==> config.mk <==
export PLATFORM = sky130hd
export DESIGN_NAME = sprite_renderer_flat
export DESIGN_NICKNAME = d
export VERILOG_FILES = /design/src/rtl/sprite_pkg.sv /design/src/rtl/sprite_renderer_if.sv /design/src/rtl/sprite_row_shifter.sv /design/src/rtl/sprite_renderer.sv /design/src/flat_wrapper.sv
export SDC_FILE = /design/constraint.sdc
export NUM_CORES = 1
export LEC_CHECK = 0
export CORE_MARGIN = 10
export CORE_UTILIZATION = 50
export CTS_BUF_LIST = sky130_fd_sc_hd__clkbuf_4
export DETAILED_ROUTE_END_ITERATION = 8
export PLACE_DENSITY = 0.78
export SLEW_MARGIN = 20
export SYNTH_ARGS = -nofsm -noshare
export SYNTH_HDL_FRONTEND = slang
export SYNTH_SLANG_ARGS = --single-unit
==> constraint.sdc <==
create_clock -name clk -period 3.3 [get_ports clk]
set_clock_uncertainty 0.15 [all_clocks]
set_input_delay 0.66 -clock clk [delete_from_list [all_inputs] [get_ports clk]]
set_output_delay 0.66 -clock clk [all_outputs]
set_load 0.02 [all_outputs]
==> src/rtl/sprite_pkg.sv <==
// Shared sprite types and default geometry for the sprite renderer and the movement block.
// Window sizes are in scaled pixels.
package sprite_pkg;

    typedef enum logic [1:0] {
        IDLE,
        FETCH,
        READY
    } spr_state_t;

    localparam int SPRITE_WIDTH_DEF  = 16;
    localparam int SPRITE_HEIGHT_DEF = 16;
    localparam int WIDTH_SMALL_DEF   = 160;
    localparam int HEIGHT_SMALL_DEF  = 120;

    // A line is covered by the sprite when its wrapped distance below the top is under the height.
    function automatic logic row_hit(input logic [7:0] row, input int height);
        return row < 8'(height);
    endfunction

endpackage

==> src/rtl/sprite_renderer_if.sv <==
// Sprite ROM read port: a level request with a stable address, answered by a one-cycle
// acknowledge that carries the bitmap row.
interface sprite_renderer_if #(
    parameter int SPRITE_WIDTH  = sprite_pkg::SPRITE_WIDTH_DEF,
    parameter int SPRITE_HEIGHT = sprite_pkg::SPRITE_HEIGHT_DEF
);
    localparam int ADDR_W = $clog2(SPRITE_HEIGHT);

    logic                    rom_req;
    logic [ADDR_W-1:0]       rom_addr;
    logic                    rom_ack;
    logic [SPRITE_WIDTH-1:0] rom_data;

    modport master (
        output rom_req,
        output rom_addr,
        input  rom_ack,
        input  rom_data
    );

    modport slave (
        input  rom_req,
        input  rom_addr,
        output rom_ack,
        output rom_data
    );
endinterface

==> src/rtl/sprite_row_shifter.sv <==
// Shifts one sprite bitmap row out MSB first, one bit per shift strobe.
// The active flag stays set for exactly SPRITE_WIDTH pixels after a load.
module sprite_row_shifter #(
    parameter int SPRITE_WIDTH = 16
) (
    input  logic                    clk,
    input  logic                    reset_n,
    input  logic                    load,
    input  logic                    shift,
    input  logic                    clear,
    input  logic [SPRITE_WIDTH-1:0] din,
    output logic                    pixel,
    output logic                    active
);
    localparam int CNT_W = $clog2(SPRITE_WIDTH);
    localparam logic [CNT_W-1:0] CNT_INIT = CNT_W'(SPRITE_WIDTH - 1);

    logic [SPRITE_WIDTH-1:0] shreg_reg;
    logic [SPRITE_WIDTH-1:0] shreg_next;
    logic [CNT_W-1:0]        cnt_reg;
    logic                    active_reg;

    assign shreg_next[0] = 1'b0;
    generate
        for (genvar gi = 1; gi < SPRITE_WIDTH; gi++) begin : g_shift
            assign shreg_next[gi] = shreg_reg[gi-1];
        end
    endgenerate

    always_ff @(posedge clk or negedge reset_n) begin
        if (!reset_n) begin
            shreg_reg  <= '0;
            cnt_reg    <= '0;
            active_reg <= 1'b0;
        end else if (clear) begin
            shreg_reg  <= '0;
            cnt_reg    <= '0;
            active_reg <= 1'b0;
        end else if (load) begin
            shreg_reg  <= din;
            cnt_reg    <= CNT_INIT;
            active_reg <= 1'b1;
        end else if (shift && active_reg) begin
            shreg_reg <= shreg_next;
            // The pixel shown while cnt is zero is the last one of the row.
            if (cnt_reg == '0) begin
                active_reg <= 1'b0;
            end else begin
                cnt_reg <= cnt_reg - 1'b1;
            end
        end
    end

    assign active = active_reg;
    assign pixel  = shreg_reg[SPRITE_WIDTH-1] & active_reg;

endmodule

==> src/rtl/sprite_renderer.sv <==
// Fetches the sprite row for the upcoming line during hblank and streams it out as a
// 1-bit pixel mask aligned to the scaled pixel strobe.
module sprite_renderer
    import sprite_pkg::*;
#(
    parameter int SPRITE_WIDTH  = SPRITE_WIDTH_DEF,
    parameter int SPRITE_HEIGHT = SPRITE_HEIGHT_DEF,
    parameter int WIDTH_SMALL   = WIDTH_SMALL_DEF,
    parameter int HEIGHT_SMALL  = HEIGHT_SMALL_DEF
) (
    input  logic               clk,
    input  logic               reset_n,
    input  logic [7:0]         sprite_x,
    input  logic [7:0]         sprite_y,
    input  logic               line_start,
    input  logic [7:0]         next_y,
    input  logic               pixel_valid,
    input  logic [7:0]         pixel_x,
    sprite_renderer_if.master  rom,
    output logic               sprite_active,
    output logic               sprite_pixel
);
    localparam int ADDR_W = $clog2(SPRITE_HEIGHT);

    spr_state_t              state_reg;
    logic [7:0]              x_l_reg;
    logic [7:0]              y_l_reg;
    logic [7:0]              line_y_reg;
    logic                    row_valid_reg;
    logic                    refetch_reg;
    logic                    rom_req_reg;
    logic [ADDR_W-1:0]       rom_addr_reg;
    logic [SPRITE_WIDTH-1:0] row_buf_reg;

    logic [7:0] row;
    logic [7:0] refetch_row;
    logic       fetch_ok;
    logic       refetch_ok;
    logic       shift_load;
    logic       shift_step;

    assign row         = next_y - sprite_y;
    assign refetch_row = line_y_reg - y_l_reg;
    assign fetch_ok    = (next_y < 8'(HEIGHT_SMALL)) && row_hit(row, SPRITE_HEIGHT);
    assign refetch_ok  = refetch_reg && row_hit(refetch_row, SPRITE_HEIGHT);

    always_ff @(posedge clk or negedge reset_n) begin
        if (!reset_n) begin
            state_reg     <= IDLE;
            x_l_reg       <= '0;
            y_l_reg       <= '0;
            line_y_reg    <= '0;
            row_valid_reg <= 1'b0;
            refetch_reg   <= 1'b0;
            rom_req_reg   <= 1'b0;
            rom_addr_reg  <= '0;
            row_buf_reg   <= '0;
        end else if (line_start) begin
            // Position is sampled only here so a moving sprite never tears mid-line.
            x_l_reg       <= sprite_x;
            y_l_reg       <= sprite_y;
            line_y_reg    <= next_y;
            row_valid_reg <= 1'b0;
            refetch_reg   <= 1'b0;
            if (state_reg == FETCH) begin
                // Abort: drop the request for a cycle and reissue from IDLE if still needed.
                rom_req_reg <= 1'b0;
                refetch_reg <= fetch_ok;
                state_reg   <= IDLE;
            end else if (fetch_ok) begin
                rom_req_reg  <= 1'b1;
                rom_addr_reg <= row[ADDR_W-1:0];
                state_reg    <= FETCH;
            end else begin
                state_reg <= IDLE;
            end
        end else begin
            case (state_reg)
                IDLE: begin
                    if (refetch_ok) begin
                        rom_req_reg  <= 1'b1;
                        rom_addr_reg <= refetch_row[ADDR_W-1:0];
                        state_reg    <= FETCH;
                    end
                    refetch_reg <= 1'b0;
                end
                FETCH: begin
                    if (rom.rom_ack) begin
                        row_buf_reg   <= rom.rom_data;
                        row_valid_reg <= 1'b1;
                        rom_req_reg   <= 1'b0;
                        state_reg     <= READY;
                    end
                end
                default: begin
                end
            endcase
        end
    end

    assign rom.rom_req  = rom_req_reg;
    assign rom.rom_addr = rom_addr_reg;

    // line_start has priority over a coincident pixel strobe.
    assign shift_step = pixel_valid && !line_start;
    assign shift_load = shift_step && row_valid_reg && (pixel_x == x_l_reg)
                        && (pixel_x < 8'(WIDTH_SMALL));

    sprite_row_shifter #(
        .SPRITE_WIDTH(SPRITE_WIDTH)
    ) u_shifter (
        .clk     (clk),
        .reset_n (reset_n),
        .load    (shift_load),
        .shift   (shift_step),
        .clear   (line_start),
        .din     (row_buf_reg),
        .pixel   (sprite_pixel),
        .active  (sprite_active)
    );

endmodule

==> src/flat_wrapper.sv <==
// flat-port wrapper written by rule: the top's interface ports become plain ports
module sprite_renderer_flat import sprite_pkg::*;
#(
    parameter int SPRITE_WIDTH  = SPRITE_WIDTH_DEF,
    parameter int SPRITE_HEIGHT = SPRITE_HEIGHT_DEF,
    parameter int WIDTH_SMALL   = WIDTH_SMALL_DEF,
    parameter int HEIGHT_SMALL  = HEIGHT_SMALL_DEF
)
  (clk, reset_n, sprite_x, sprite_y, line_start, next_y, pixel_valid, pixel_x, sprite_active, sprite_pixel, rom_rom_req, rom_rom_addr, rom_rom_ack, rom_rom_data);
  sprite_renderer_if #(.SPRITE_WIDTH(SPRITE_WIDTH), .SPRITE_HEIGHT(SPRITE_HEIGHT)) rom_i ();
  input  logic clk;
  input  logic reset_n;
  input  logic [7:0] sprite_x;
  input  logic [7:0] sprite_y;
  input  logic line_start;
  input  logic [7:0] next_y;
  input  logic pixel_valid;
  input  logic [7:0] pixel_x;
  output logic sprite_active;
  output logic sprite_pixel;
  output wire logic [$bits(rom_i.rom_req)-1:0] rom_rom_req;
  output wire logic [$bits(rom_i.rom_addr)-1:0] rom_rom_addr;
  input wire logic [$bits(rom_i.rom_ack)-1:0] rom_rom_ack;
  input wire logic [$bits(rom_i.rom_data)-1:0] rom_rom_data;
  assign rom_rom_req = rom_i.rom_req;
  assign rom_rom_addr = rom_i.rom_addr;
  assign rom_i.rom_ack = rom_rom_ack;
  assign rom_i.rom_data = rom_rom_data;
  sprite_renderer #(.SPRITE_WIDTH(SPRITE_WIDTH), .SPRITE_HEIGHT(SPRITE_HEIGHT), .WIDTH_SMALL(WIDTH_SMALL), .HEIGHT_SMALL(HEIGHT_SMALL)) u_core (.clk(clk), .reset_n(reset_n), .sprite_x(sprite_x), .sprite_y(sprite_y), .line_start(line_start), .next_y(next_y), .pixel_valid(pixel_valid), .pixel_x(pixel_x), .rom(rom_i), .sprite_active(sprite_active), .sprite_pixel(sprite_pixel));
endmodule
### Signal wires on met2

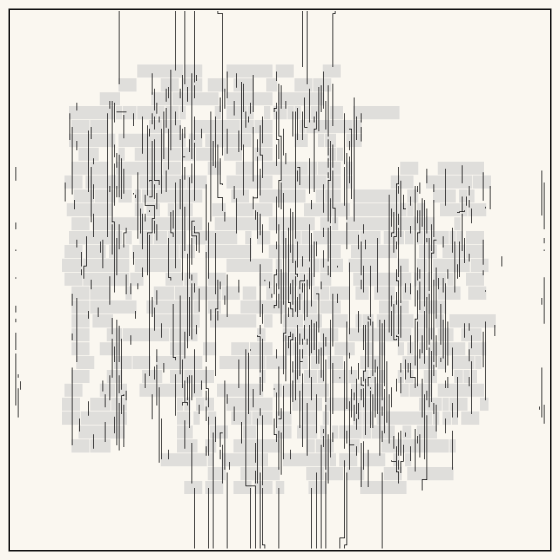
- nets with wire on the layer: 419
- share of all routed wire: 48%

### Placed cells, one color a class

Fill, decap, tap and diode cells in gray.
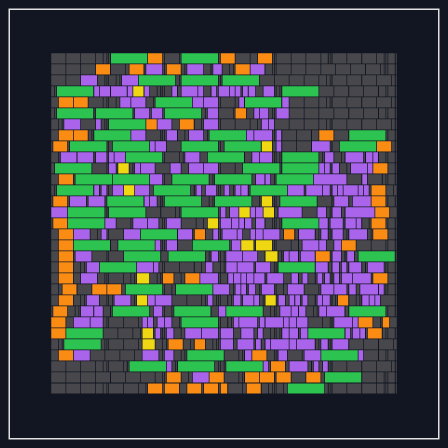
- clock drivers and dummy loads: yellow (cells 16; share of their area 2.9%)
- remaining logic cells: purple (cells 265; share of their area 43%)
- registers: green (cells 70; share of their area 40%)
- remaining buffers and delay cells: orange (cells 66; share of their area 14%)

### Met3 routing

Bar = 20 um.
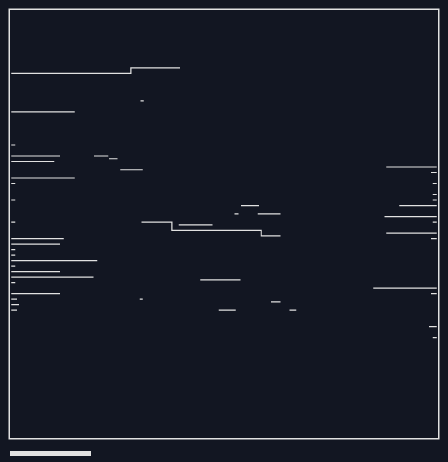
- longest straight run: 29.4 um
- main direction: horizontal
- nets with wire on the layer: 42
- wire length on this layer: 347 um
- share of all routed wire: 4.4%

### Nets reached from selected ports

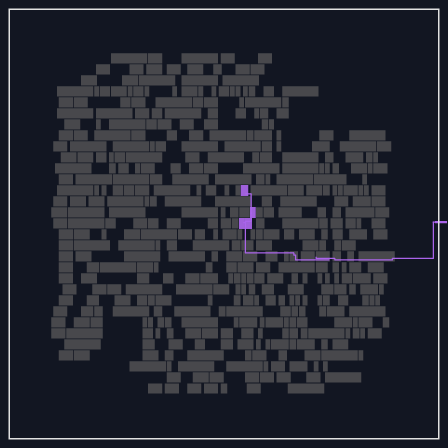
- rom_rom_ack: purple (bits 1; direction input; edge east; end cells 4; wire 80.1 um)

==> results.sh <==
# implementation run metrics
export IMPL_tool_warnings=26
export IMPL_peakVddDrop_uv=259
export IMPL_postSynthCellCount=347
export IMPL_h_tree_depth=3
export IMPL_area_growth_pct=23.0
export IMPL_fp_utilization=0.510
export IMPL_critPathLaunch="u_core.line_y_reg[6]"
export IMPL_post_route_period_util=0.962
export IMPL_core_area_um2=7210
export IMPL_worstReg2RegStart="u_core.line_y_reg[6]"
export IMPL_wire_per_inst_um=15.2
export IMPL_cts_tree="done"
export IMPL_drtPass1Iterations=4
export IMPL_crit_type="reg2reg"
export IMPL_fin_crit_ps=3180
export IMPL_place_gp_congestion=0.878
export IMPL_grt_pass1_vias=2928
export IMPL_numClockSinks=70
export IMPL_cts_buffer_depth=2
export IMPL_grt_use_total=0.146
export IMPL_slew_limit_headroom=0.601
export IMPL_syn_area_um2=3680
export IMPL_yosysCellCount=347
export IMPL_cpMaxStageDelayCell="or4_4"
export IMPL_finalSetupViolations=0
export IMPL_postRouteAntennaNets=0
export IMPL_post_cts_buffers=0
export IMPL_flop_cell="dfrtp_1"
export IMPL_drv_cap=0
export IMPL_critPathCaptureType="flip-flop"
export IMPL_ys_flops=70
export IMPL_fmax_ghz=0.315
export IMPL_ys_seq_share=0.476
export IMPL_routed_wl_um=7820
export IMPL_finalHoldViolCount=0
export IMPL_die_area_um2=11200
export IMPL_cts_hold_buf=0
export IMPL_cp_max_fo=5
export IMPL_crit_arrival_ps=3330
export IMPL_post_cts_resized=0
export IMPL_power_density_nw_per_um2=442
export IMPL_synth_distinct_cells=39
export IMPL_vias=2731
export IMPL_cpPeakStageDelay_ps=520
export IMPL_status="finished, final reports clean"
export IMPL_nNetsFinal=482
export IMPL_floorplan_rows=31
export IMPL_worstSetupStartpointType="flip-flop"
export IMPL_required_ps=3460
export IMPL_hold_path_class="in2async"
export IMPL_ios=60
export IMPL_leakage_nw=2.15
export IMPL_dp_cells=500
export IMPL_grt_overflow=0
export IMPL_synth_async_reset_ratio=1.00
export IMPL_antenna_found_initial=0
export IMPL_instances_no_fill=516
export IMPL_stdcell_area_um2=4530
export IMPL_drive_above_1_share=0.163
export IMPL_synth_edff_count=0
export IMPL_placed_area_um2=4390
export IMPL_die_w_um=106
export IMPL_n_antenna_cell=0
export IMPL_grt_max_degree=48
export IMPL_grt_pass1_wl_um=13500
export IMPL_io_buffer_count=59
export IMPL_rsz0062_at_grt="false"
export IMPL_vias_per_cell=5.29
export IMPL_syn_num_nets=417
export IMPL_cts_made_buffers=9
export IMPL_clk_pin_slew_ps=140
export IMPL_drc_errors=0
export IMPL_worst_pin_slew_ps=599
export IMPL_dp_hpwl_um=5850
export IMPL_die_h_um=106
==> cells in the mapped netlist (2+ instances only) <==
master    number  share of area
nor2_1        30          0.031
clkbuf_1      12          0.012
and2_1         2         0.0034
o21ai_0       23          0.031
xor2_1         8          0.019
a211oi_1      15          0.031
a21o_1         2         0.0041
nor4_1         2         0.0034
dfrtp_1       70           0.48
o31ai_1        2         0.0041
nor2b_1        4         0.0068
o21a_1         2         0.0041
nand2_1       23          0.023
nand3_1        2         0.0027
xnor2_1        3         0.0071
inv_1         27          0.028
a21oi_1       18          0.024
mux2i_1       20          0.054
ha_1          15          0.051
mux2_2        37           0.11
nor3b_1        2         0.0041
nand2b_1       4         0.0068
o22ai_1        2         0.0034
nand4_1        3         0.0051
nor3_1         4         0.0054
fa_1           2          0.011
==> worst paths after layout <==
check / to / slack (ps) / cells after the start
max reg2reg: u_core.rom.rom_addr[0] / 120 / 8
max: u_core.rom.rom_addr[0] / 120 / 8
min in group clk: u_core.row_valid_reg / 360 / 2
min: u_core.y_l_reg[2] / 70 / 1
min reg2reg: u_core.row_valid_reg / 360 / 2
max in group asynchronous: u_core.state_reg[0] / 2170 / 2
==> cell usage in the layout, fill, tap and decap left out, types with 15 or more instances in the layout <==
| master | instances |
|---|---|
| mux2_2 | 37 |
| nand2_1 | 23 |
| a211oi_1 | 15 |
| nor2_1 | 30 |
| a21oi_1 | 17 |
| mux2i_1 | 20 |
| inv_1 | 27 |
| ha_1 | 15 |
| dfrtp_1 | 70 |
| clkdlybuf4s50_1 | 57 |
| o21ai_0 | 23 |
==> metal layers <==
layer	global-route usage	share of wire	wire, um
met1	0.178	0.46	3570
met2	0.237	0.48	3770
met3	0.0396	0.044	347
met4	0.0638	0.017	133
met5	0	0	0
==> power breakdown <==
part / switching [mW] / internal [mW]
Combinational: 0.216 / 0.248
Sequential: 0.0516 / 0.951
Clock: 0.363 / 0.170
==> cell families (layout without fill, tap and decap cells) <==
| group | after synthesis | in the layout | share of synthesized area |
|---|---|---|---|
| and+or+nand+nor | 81 | 81 | 0.105 |
| buffers and inverters | 39 | 109 | 0.0398 |
| adders and majority gates | 17 | 17 | 0.0619 |
| AOI/OAI and AO/OA | 72 | 72 | 0.124 |
| xor gates and xnor gates | 11 | 11 | 0.0262 |
| DFF | 70 | 70 | 0.476 |
| muxes | 57 | 57 | 0.168 |
==> cell type report <==
cell class	instances	area, um^2
Tap cell	99	124
Timing Repair Buffer	66	633
Fill cell	627	2690
Sequential cell	70	1750
Clock inverter	7	61.3
Inverter	27	101
Multi-Input combinational cell	238	1790
Clock buffer	9	67.6
==> worst max-delay path: cells and delay by family, from the launching register on <==
kind                       cells  cell delay [ps]
and+or+nand+nor                2              870
muxes                          1              350
DFF                            1              400
AOI/OAI and AO/OA              3              870
adders and majority gates      1              330
buffers and inverters          1               90
==> stage by stage <==
step                      total power, mW  setup TNS (ps)  setup WS, ps   util  hold WS (ps)
after floorplan                      1.28               0           252      -           214
after global placement               1.47               0          53.5  0.609           335
after detailed placement             1.48            -121         -35.0  0.609           336
after CTS                            2.01               0           101  0.627          75.8
after global routing                 2.12               0          4.35  0.627          71.5
final                                2.00               0           125  0.627          67.4
Power and IR drop assume default switching activity.
